Fig. 1: met1 routing
The bar under the picture is 100 um long. Cells faint in the background.
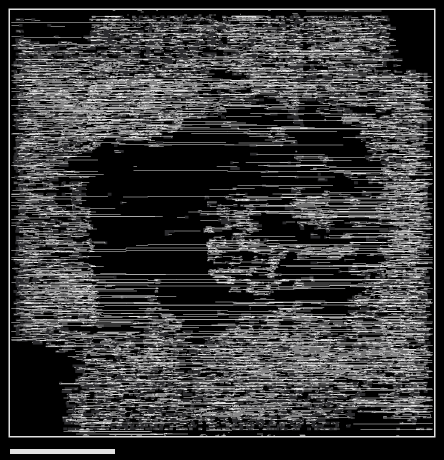
Fig. 2: met2 routing
Cells faint in the background.
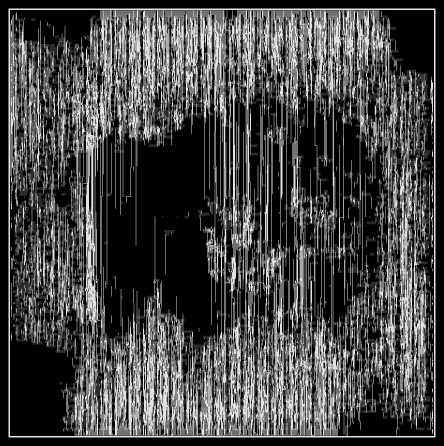
Fig. 3: metal 3
The bar under the picture is 100 um long. Cells faint in the background.
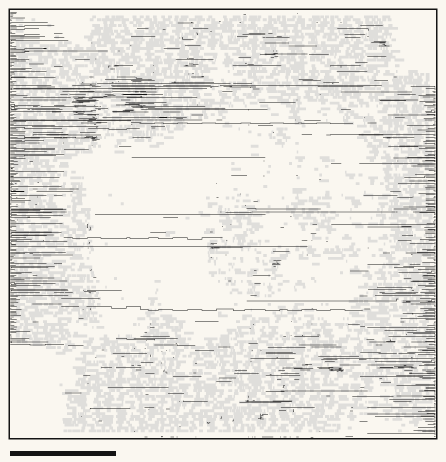
Fig. 4: placed standard cells
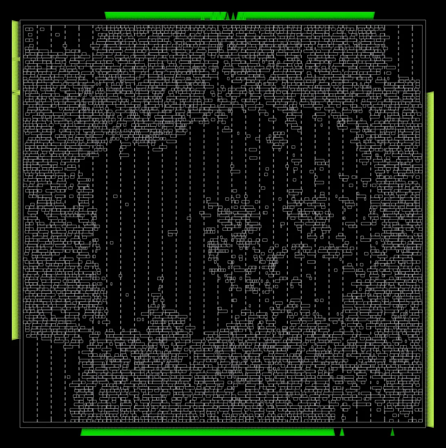
Fig. 5: sequential cells colored by netlist name
Other sequential cells in the stronger gray, the rest of the logic in the fainter gray.
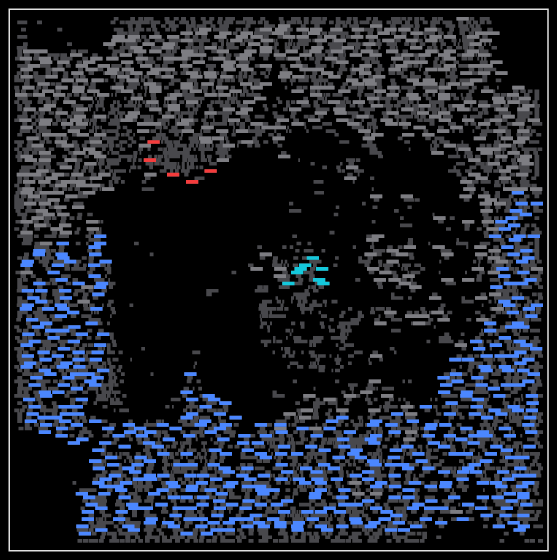
Design layer1_act_streamer, sky130hd; sources not shown.
==> results.yml <==
# generated from flow reports
status:
  status: "complete, no violations"
yosys:
  ys_types: 81
  syn_inst: 3854
  numSynthFlops: 1026
  synth-area-yosys_um2: 48400
  yosys_warnings: 6
  edf_count: 0
  ys_async_sr_fraction_pct: 100
  ys_seq_share_pct: 53.0
placement:
  dp_hpwl_um: 153000
  io_buffer_count: 1028
sta:
  drv_slew: 0
  holdWs_ps: 313
  tightest_slew_ps: 1130
  finalSetupTns_ps: 0
  relSlewSlack_pct: 24.6
  final-setup-viol-count: 0
  hold_viol: 0
power_and_ir_drop:
  pwr-share-seq_pct: 35.9
  power_density_nw_per_um2: 405
  comb-power_uw: 11200
  p_int_uw: 16500
  switchingPower_uw: 9780
  switching_share_pct: 37.3
  power_frac_comb_pct: 42.6
  ir_drop_mv: 0.265
  finalPower_uw: 26200
clock_tree:
  cts_resized: 0
  path_clk_slew_ps: 60
  cts.sinks: 1026
  cts_setup_buffers: 0
  ctsHoldBuffers: 0
  clock_latency_ps: 720
  htree_levels: 3
  cts_tree: "built"
critical_path:
  worstSetupStartpointType: "flip-flop"
  required_ps: 8410
  crit_cells: 20
  ff2ff_setup_slack_ps: 1060
  cp_num_buf_inv: 4
  cpMostUsedCell: "buf_12"
  path_class: "reg -> reg"
  crit_slowest_cell: "buf_4"
  cpPeakStageDelay_ps: 480
  crit_family: "AND-OR/OR-AND gates"
  r2r_cells: 20
cells_and_area:
  clk_share_pct: 6.17
  drive_gt1_share_pct: 27.7
  sh_comb_area_pct: 32.8
  flops: 1026
  buffer_area_share_pct: 17.1
  final_nets: 5814
  nClkBuffers: 169
  logic_gates: 2511
  largestClassByArea: "registers"
  stdcell_area_um2: 64800
  nNonClkBuffers: 1106
  lay_top_cells: "1034 x mux2_2, 1027 x clkdlybuf4s50_1, 1026 x dfrtp_1"
  fillCellCount: 14900
  inverters: 15
detailed_routing:
  route.met3.wl_um: 15300
  drt_iter0_drc: 2744
  routed.top_layer: "met5"
  dr_wl_met2_um: 97000
  first_pass_iters: 6
  antenna_left: 0
global_route:
  grt_max_degree: 175
  antenna_found_initial: 93
  grt_pass1_vias: 37700
  busiest_layer: "met2"
floorplanning:
  die_y_um: 405
  initCoreUtil_pct: 31.0
  die_w_um: 403
run:
  maxCapViolations: 0
  log.warning_count: 49
worst_hold_path:
  hold_class: "reg -> reg"
-- Fig. 1 (at the start) --
main direction	horizontal
longest straight run	158 um
nets with wire on the layer	5343
met1 Usage GRT: 29.7%
vias after detailed routing: 36500
final wirelength: 201000 um

-- Fig. 2 (at the start) --
main direction	vertical
longest straight run	213 um
share of all routed wire	48%
met2 Use GR: 39.2%

-- Fig. 3 (at the start) --
main direction	horizontal
nets with wire on the layer	747
share of all routed wire	7.6%
longest straight run	281 um
met3 Use GR: 7.02%

-- Fig. 4 (at the start) --
Core Util, Final: 41.4%
sequential cell area share: 39.6%

-- Fig. 5 (at the start) --
color	netlist name	flops
blue	acc_bank	504
red	act_index	5
cyan	act_data	8
not colored	509
sequential cell area: 25700 um^2
sequential power: 9410 uW

==> logic make-up after synthesis <==
family                   count (synthesis)  synth area share [%]
AND/OR/NAND/NOR                        701                  6.23
AND-OR/OR-AND                          560                  8.60
multiplexers                          1208                  27.9
adder cells (fa/ha/maj)                 26                 0.687
buffers and inverters                  317                  3.29
XOR/XNOR                                16                 0.305
flip-flops                            1026                  53.0
==> Yosys cell counts, types with 38 or more instances <==
cell,number,area (um^2)
mux2_2,1034,11600
dfrtp_1,1026,25700
nand2_1,529,1990
buf_2,165,826
mux2i_1,146,1460
a32oi_1,143,1250
a21oi_1,131,656
clkbuf_1,84,315
nand3_1,73,365
a211oi_1,39,293
o221ai_1,39,342
o22ai_1,38,238
Power and IR drop assume default switching activity.
